$ cat src/rtl/usbdev_pkg.sv
`default_nettype none
// +----------------------------------------------------------------------------+
// | Module      : usbdev_pkg                                                   |
// | Description : Shared types for the usbdev line front end: decoded line     |
// |               state encoding, the line-monitor FSM states and the pin      |
// |               decode helper.                                               |
// | Revision    : 1.0 - initial release                                        |
// +----------------------------------------------------------------------------+
package usbdev_pkg;

   typedef enum logic [1:0] {
      LsSe0 = 2'd0,
      LsJ   = 2'd1,
      LsK   = 2'd2,
      LsSe1 = 2'd3
   } line_state_e;

   typedef enum logic [1:0] {
      LmBusy  = 2'd0,
      LmSe0   = 2'd1,
      LmJWait = 2'd2
   } lm_state_e;

   // Full-speed J is D+ high. A flipped connector swaps only the differential
   // states; SE0/SE1 are symmetric and unaffected.
   function automatic line_state_e decode_line(input logic dp, input logic dn,
                                               input logic flip);
      line_state_e ls;
      case ({dp, dn})
         2'b00:   ls = LsSe0;
         2'b10:   ls = flip ? LsK : LsJ;
         2'b01:   ls = flip ? LsJ : LsK;
         default: ls = LsSe1;
      endcase
      return ls;
   endfunction

endpackage : usbdev_pkg
`default_nettype wire

$ cat src/rtl/prim_flop_2sync.sv
`default_nettype none
// +----------------------------------------------------------------------------+
// | Module      : prim_flop_2sync                                              |
// | Description : Two-stage flop synchronizer with asynchronous active-low     |
// |               reset.                                                       |
// |   clk_i  : destination clock                                               |
// |   rst_ni : asynchronous active-low reset                                   |
// |   d_i    : asynchronous input                                              |
// |   q_o    : synchronized output (2 cycles latency)                          |
// | Revision    : 1.0 - initial release                                        |
// +----------------------------------------------------------------------------+
module prim_flop_2sync #(
   parameter int unsigned          Width      = 16,
   parameter logic [Width-1:0]     ResetValue = '0
) (
   input  logic             clk_i,
   input  logic             rst_ni,
   input  logic [Width-1:0] d_i,
   output logic [Width-1:0] q_o
);

   logic [Width-1:0] r_stage1;
   logic [Width-1:0] r_stage2;

   always_ff @(posedge clk_i or negedge rst_ni) begin
      if (!rst_ni) begin
         r_stage1 <= ResetValue;
         r_stage2 <= ResetValue;
      end else begin
         r_stage1 <= d_i;
         r_stage2 <= r_stage1;
      end
   end

   assign q_o = r_stage2;

endmodule : prim_flop_2sync
`default_nettype wire

$ cat src/rtl/usbdev_us_tick_gen.sv
`default_nettype none
// +----------------------------------------------------------------------------+
// | Module      : usbdev_us_tick_gen                                           |
// | Description : Divides clk_48mhz_i by TickDiv to give a 1 us strobe.        |
// |   clk_48mhz_i : 48 MHz clock                                               |
// |   rst_ni      : asynchronous active-low reset                              |
// |   tick_en_i   : advance the divider; low freezes it and masks the tick     |
// |   us_tick_o   : 1-cycle pulse on every TickDiv-th enabled cycle            |
// | Revision    : 1.0 - initial release                                        |
// +----------------------------------------------------------------------------+
module usbdev_us_tick_gen #(
   parameter int unsigned TickDiv = 48
) (
   input  logic clk_48mhz_i,
   input  logic rst_ni,
   input  logic tick_en_i,
   output logic us_tick_o
);

   localparam logic [7:0] c_last = 8'(TickDiv - 1);

   logic [7:0] r_cnt;
   logic       w_wrap;

   // The pulse is taken straight from the counter so that dropping the
   // enable masks it in the same cycle.
   assign w_wrap = tick_en_i && (r_cnt == c_last);

   always_ff @(posedge clk_48mhz_i or negedge rst_ni) begin
      if (!rst_ni) begin
         r_cnt <= 8'd0;
      end else if (w_wrap) begin
         r_cnt <= 8'd0;
      end else if (tick_en_i) begin
         r_cnt <= r_cnt + 8'd1;
      end
   end

   assign us_tick_o = w_wrap;

endmodule : usbdev_us_tick_gen
`default_nettype wire

$ cat src/rtl/usbdev_line_monitor.sv
`default_nettype none
// +----------------------------------------------------------------------------+
// | Module      : usbdev_line_monitor                                          |
// | Description : Line front end of the link-state detector. Generates the     |
// |               1 us tick, decodes D+/D- into line states and derives J,     |
// |               idle, EOP and SE1 indications.                               |
// |   clk_48mhz_i   : 48 MHz clock                                             |
// |   rst_ni        : asynchronous active-low reset                            |
// |   tick_en_i     : enables the us tick divider                              |
// |   usb_dp_i/dn_i : raw D+/D- receive pins                                   |
// |   usb_oe_i      : device is driving the bus (blanks all detection)         |
// |   pinflip_i     : swap D+/D- interpretation                                |
// |   us_tick_o     : 1 us strobe                                              |
// |   line_state_o  : decoded line (SE0/J/K/SE1)                               |
// |   rx_j_det_o    : J held >= JCycles                                        |
// |   rx_idle_det_o : J held >= IdleCycles                                     |
// |   eop_o         : pulse, valid full-speed EOP completed                    |
// |   se1_err_o     : pulse, entry into SE1                                    |
// | Revision    : 1.0 - initial release                                        |
// +----------------------------------------------------------------------------+
module usbdev_line_monitor
   import usbdev_pkg::*;
#(
   parameter int unsigned TickDiv    = 48,
   parameter bit          SyncOn     = 1'b1,
   parameter int unsigned JCycles    = 4,
   parameter int unsigned IdleCycles = 28,
   parameter int unsigned EopMin     = 4,
   parameter int unsigned EopMax     = 12
) (
   input  logic       clk_48mhz_i,
   input  logic       rst_ni,
   input  logic       tick_en_i,
   input  logic       usb_dp_i,
   input  logic       usb_dn_i,
   input  logic       usb_oe_i,
   input  logic       pinflip_i,
   output logic       us_tick_o,
   output logic [1:0] line_state_o,
   output logic       rx_j_det_o,
   output logic       rx_idle_det_o,
   output logic       eop_o,
   output logic       se1_err_o
);

   localparam int unsigned c_jw = $clog2(IdleCycles + 1);
   localparam int unsigned c_sw = $clog2(EopMax + 2);

   localparam logic [c_jw-1:0] c_j_thr   = c_jw'(JCycles);
   localparam logic [c_jw-1:0] c_j_max   = c_jw'(IdleCycles);
   localparam logic [c_sw-1:0] c_se0_one = c_sw'(1);
   localparam logic [c_sw-1:0] c_se0_sat = c_sw'(EopMax + 1);
   localparam logic [c_sw-1:0] c_eop_min = c_sw'(EopMin);
   localparam logic [c_sw-1:0] c_eop_max = c_sw'(EopMax);

   // ---------------------------------------------------------------- tick
   usbdev_us_tick_gen #(
      .TickDiv (TickDiv)
   ) u_tick (
      .clk_48mhz_i (clk_48mhz_i),
      .rst_ni      (rst_ni),
      .tick_en_i   (tick_en_i),
      .us_tick_o   (us_tick_o)
   );

   // ------------------------------------------------------------ pin path
   logic [1:0] w_pins;   // {dp, dn}

   generate
      if (SyncOn) begin : g_sync
         prim_flop_2sync #(
            .Width      (2),
            .ResetValue (2'b00)
         ) u_sync (
            .clk_i  (clk_48mhz_i),
            .rst_ni (rst_ni),
            .d_i    ({usb_dp_i, usb_dn_i}),
            .q_o    (w_pins)
         );
      end else begin : g_nosync
         assign w_pins = {usb_dp_i, usb_dn_i};
      end
   endgenerate

   line_state_e w_line_d;
   line_state_e r_line;
   logic        r_se1_err;

   assign w_line_d = decode_line(w_pins[1], w_pins[0], pinflip_i);

   // The SE1 edge is detected against the registered line so that the pulse
   // lines up with line_state_o first showing SE1.
   always_ff @(posedge clk_48mhz_i or negedge rst_ni) begin
      if (!rst_ni) begin
         r_line    <= LsSe0;
         r_se1_err <= 1'b0;
      end else begin
         r_line    <= w_line_d;
         r_se1_err <= !usb_oe_i && (w_line_d == LsSe1) && (r_line != LsSe1);
      end
   end

   // ----------------------------------------------------------- J counter
   logic [c_jw-1:0] r_jcnt;
   logic [c_jw-1:0] w_jcnt_d;
   logic            r_j_det;
   logic            r_idle_det;

   always_comb begin
      w_jcnt_d = r_jcnt;
      if (usb_oe_i || (r_line != LsJ)) begin
         w_jcnt_d = '0;
      end else if (r_jcnt != c_j_max) begin
         w_jcnt_d = r_jcnt + c_jw'(1);
      end
   end

   // Detect flags are registered from the next count so they rise together
   // with the count reaching the threshold rather than a cycle later.
   always_ff @(posedge clk_48mhz_i or negedge rst_ni) begin
      if (!rst_ni) begin
         r_jcnt     <= '0;
         r_j_det    <= 1'b0;
         r_idle_det <= 1'b0;
      end else begin
         r_jcnt     <= w_jcnt_d;
         r_j_det    <= (w_jcnt_d >= c_j_thr);
         r_idle_det <= (w_jcnt_d == c_j_max);
      end
   end

   // ----------------------------------------------------------------- FSM
   lm_state_e       r_state;
   lm_state_e       w_state_d;
   logic [c_sw-1:0] r_se0_cnt;
   logic [c_sw-1:0] w_se0_cnt_d;
   logic            w_eop_d;
   logic            r_eop;

   always_ff @(posedge clk_48mhz_i or negedge rst_ni) begin
      if (!rst_ni) begin
         r_state   <= LmBusy;
         r_se0_cnt <= '0;
         r_eop     <= 1'b0;
      end else begin
         r_state   <= w_state_d;
         r_se0_cnt <= w_se0_cnt_d;
         r_eop     <= w_eop_d;
      end
   end

   always_comb begin
      w_state_d   = r_state;
      w_se0_cnt_d = r_se0_cnt;
      w_eop_d     = 1'b0;
      if (usb_oe_i) begin
         // Our own transmission must never be mistaken for received EOPs.
         w_state_d = LmBusy;
      end else begin
         case (r_state)
            LmBusy: begin
               if (r_line == LsSe0) begin
                  w_state_d   = LmSe0;
                  w_se0_cnt_d = c_se0_one;
               end
            end
            LmSe0: begin
               case (r_line)
                  LsSe0: begin
                     if (r_se0_cnt != c_se0_sat) begin
                        w_se0_cnt_d = r_se0_cnt + c_sw'(1);
                     end
                  end
                  LsJ: begin
                     // Out-of-window SE0 (bus reset, low-speed EOP) still
                     // ends in J-wait, just without a pulse.
                     w_state_d = LmJWait;
                     w_eop_d   = (r_se0_cnt >= c_eop_min) &&
                                 (r_se0_cnt <= c_eop_max);
                  end
                  default: w_state_d = LmBusy;
               endcase
            end
            LmJWait: begin
               if (r_line == LsSe0) begin
                  w_state_d   = LmSe0;
                  w_se0_cnt_d = c_se0_one;
               end else if (r_line != LsJ) begin
                  w_state_d = LmBusy;
               end
            end
            default: w_state_d = LmBusy;
         endcase
      end
   end

   // ------------------------------------------------------------- outputs
   assign line_state_o  = r_line;
   assign rx_j_det_o    = r_j_det;
   assign rx_idle_det_o = r_idle_det;
   assign eop_o         = r_eop;
   assign se1_err_o     = r_se1_err;

endmodule : usbdev_line_monitor
`default_nettype wire

$ cat config.mk
export PLATFORM = sky130hd
export DESIGN_NAME = usbdev_line_monitor
export DESIGN_NICKNAME = d
export VERILOG_FILES = /design/src/rtl/usbdev_pkg.sv /design/src/rtl/prim_flop_2sync.sv /design/src/rtl/usbdev_us_tick_gen.sv /design/src/rtl/usbdev_line_monitor.sv
export SDC_FILE = /design/constraint.sdc
export NUM_CORES = 1
export LEC_CHECK = 0
export CORE_AREA = 5 5 65 67
export DETAILED_ROUTE_END_ITERATION = 12
export DIE_AREA = 0 0 70 72
export PLACE_DENSITY = 0.57
export SYNTH_ARGS = -nofsm -noshare
export SYNTH_HDL_FRONTEND = slang
export SYNTH_HIERARCHICAL = 1
export SYNTH_SLANG_ARGS = --single-unit
$ cat constraint.sdc
create_clock -name clk_48mhz_i -period 1.66 [get_ports clk_48mhz_i]
set_input_delay 0.332 -clock clk_48mhz_i [delete_from_list [all_inputs] [get_ports clk_48mhz_i]]
set_output_delay 0.332 -clock clk_48mhz_i [all_outputs]
set_load 0.02 [all_outputs]
==> results.py <==
# Physical implementation metrics
metrics = {
    "grt": {
        "grt_usage": 0.107,
        "grt_overflow": 0,
        "grt_use_met1": 0.114,
        "use_met2": 0.187,
        "busiest_layer": "met2",
        "grt_first_pass_wirelength_um": 4260,
    },
    "sta": {
        "tightest_slew_ns": 0.371,
        "setup_viol": 1,
        "relSlewSlack": 0.753,
        "setup_ws_ns": -0.174,
        "timing.fmax_ghz": 0.545,
        "maxSlewViolCount": 0,
    },
    "logic_synthesis": {
        "top_area_frac": 0.536,
        "ys_types": 34,
        "topCellsByArea": "dfrtp_1 54%, ha_1 5.5%, nor2_1 3.6%",
        "largest_area_cell": "dfrtp_1",
        "fp_nets": 130,
        "ys_ff": 29,
    },
    "critical_path": {
        "cp-start-kind": "flop",
        "path_class": "reg -> out",
        "worstPathMaxFanout": 2,
        "crit_path_end_kind": "output port",
        "ff2ff_setup_slack_ns": 0.16,
    },
    "placement": {
        "gp_congestion": 0.810,
        "placed_cells": 195,
        "place_area_um2": 1670,
    },
    "cts": {
        "tritoncts": "built",
        "htree_levels": 2,
        "cts_root_buffer": "clkbuf_4",
        "clockBufferDepth": 2,
    },
    "drt": {
        "wl_per_cell_um": 12.2,
        "routed_wl_um": 2480,
        "drt_iter0_drc": 32,
    },
    "layout": {
        "final_area_um2": 1770,
        "antenna_cells": 0,
        "drive_above_1_share": 0.232,
        "fillCellCount": 338,
        "final_cells": 203,
        "comb_area_um2": 613,
    },
    "outcome": {
        "status": "finished, violations left",
        "violations": "setup timing",
    },
    "run": {
        "drv_cap": 0,
    },
    "pwr": {
        "ir_worst_vdd_v": 0.000541,
    },
    "die": {
        "io_pins": 14,
    },
}
## cell usage after synthesis (2+ instances only)
cell type and count:
nand4_1 4, a211oi_1 2, inv_1 6, nand2b_1 3
xor2_1 2, mux2_2 3, nand2_1 5, and3_1 2
a22o_1 2, nor2_1 13, o211ai_1 2, dfrtp_1 29
o21ai_1 4, o21ai_0 2, ha_1 6, a31oi_1 4
xnor2_1 3, nand3_1 9
## area by class of cell
cell class              instances  share of cell area
flip-flops and latches         29               0.411
clock buffers                   6              0.0290
repair buffers                 30               0.145
inverters                       6              0.0127
well taps                      48              0.0340
multi-input cells              82               0.347
clock inverters                 2              0.0212
## flip-flops by register name, indices dropped and copies added (netlist names)
| signal | cells |
|---|---|
| eop_o | 1 |
| se1_err_o | 1 |
| r_state | 2 |
| g_sync.u_sync/q_o | 2 |
| rx_j_det_o | 1 |
| g_sync.u_sync/r_stage1 | 2 |
| line_state_o | 2 |
| r_jcnt | 5 |
| rx_idle_det_o | 1 |
| r_se0_cnt | 4 |
| u_tick/r_cnt | 8 |
## cells by family (layout without fill, tap and decap cells)
family,after synthesis,after routing,synth area share
AND-OR/OR-AND,24,24,0.153
XOR/XNOR,5,5,0.0324
adder cells (fa/ha/maj),6,6,0.0555
buffers and inverters,6,44,0.0166
flip-flops,29,29,0.536
multiplexers,4,4,0.0323
AND/OR/NAND/NOR,43,43,0.175
## power by group through the flow
stage	sequential (mW)	clock (mW)	combinational (mW)
2_1_floorplan	0.919	0	0.200
3_3_place_gp	0.895	0	0.433
3_5_place_dp	0.896	0	0.454
4_1_cts	0.885	0.633	0.456
5_1_grt	0.900	0.658	0.497
6_report	0.885	0.619	0.451
## critical path, cell delays in order (launching register included)
cell and delay [ns]:
dfrtp_1 0.38, or4b_4 0.56, nor2_4 0.11, buf_6 0.12
## final timing paths
kind	from	endpoint	depth (start not counted)
setup / recovery	u_tick/r_cnt[6]	us_tick_o	3
hold / removal	g_sync.u_sync/r_stage1[1]	g_sync.u_sync/q_o[1]	0
setup reg to reg	u_tick/r_cnt[6]	u_tick/r_cnt[5]	4
hold reg to reg	g_sync.u_sync/r_stage1[1]	g_sync.u_sync/q_o[1]	0
max in group asynchronous	rst_ni	r_jcnt[4]	2
min in group asynchronous	rst_ni	g_sync.u_sync/q_o[0]	2
## timing repair
| item | CTS | global route |
|---|---|---|
| hold buffers | 0 | 0 |
| endpoints found under the setup margin | 3 | 1 |
| pin swaps | 2 | 0 |
| resized | 10 | 0 |
## metrics by stage
stage | power, mW | setup WS [ns] | util | hold slack [ns] | setup TNS [ns]
4_1_cts | 1.97 | -0.199 | 0.494 | 0.362 | -0.199
3_5_place_dp | 1.35 | -0.383 | 0.467 | 0.339 | -1.08
2_1_floorplan | 1.12 | 0.0344 | - | 0.0364 | 0
3_3_place_gp | 1.33 | -0.347 | 0.467 | 0.336 | -0.917
5_1_grt | 2.05 | -0.228 | 0.494 | 0.379 | -0.228
6_report | 1.95 | -0.174 | 0.494 | 0.361 | -0.174
## routing by layer
metal	wire length, µm	up-vias
met1	1140	496
met2	1200	19
met3	89	7
met4	54	0
met5	0	-
li1	-	507
Layout detail:
Window x 0 to 40, y 32 to 72 µm. Cells in grey, sequential cells in the stronger grey; small squares are vias.
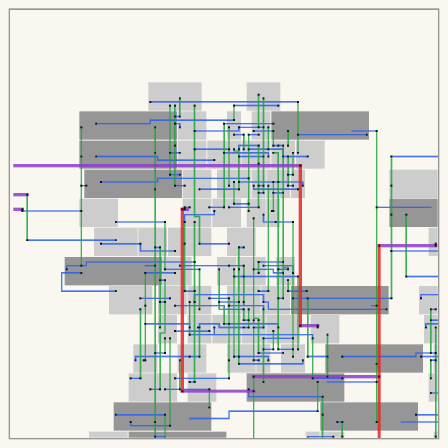
legend:
  met4:
    colour: red
  met2:
    colour: green
  met3:
    colour: purple
  met1:
    colour: blue
netlist names of flops here include: `u_tick/r_cnt` (8), `r_jcnt` (2)
most frequent: buf_4 (13), dfrtp_1 (10), nor2_1 (3)
cells with their middle in the window: 57
sequential cells in the window: 10

Clock nets:
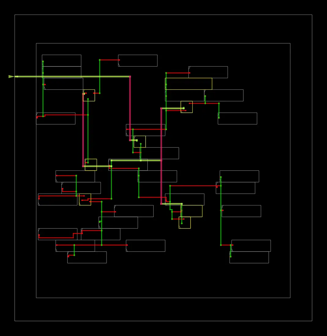
clk sinks: 29
Clk. pwr: 0.619 mW
CTS buffer count: 5
registers: 29
clk_lat worst skew: 0.33 ns

Sequential cells grouped by signal name:
Bar = 20 µm. Other sequential cells in the stronger grey, the rest of the logic in the fainter grey.
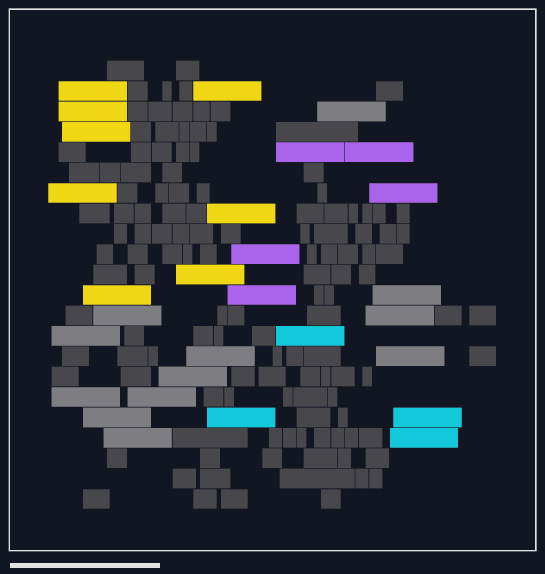
legend:
  `u_tick/r_cnt`:
    colour: yellow
    sequential_cells: 8
  `r_jcnt`:
    colour: purple
    sequential_cells: 5
  `r_se0_cnt`:
    colour: cyan
    sequential_cells: 4
sequential logic power: 0.885 mW
post-layout util: 0.494
register area: 726 µm²

Power figures rest on the tool's default switching activity, not on a simulated workload.
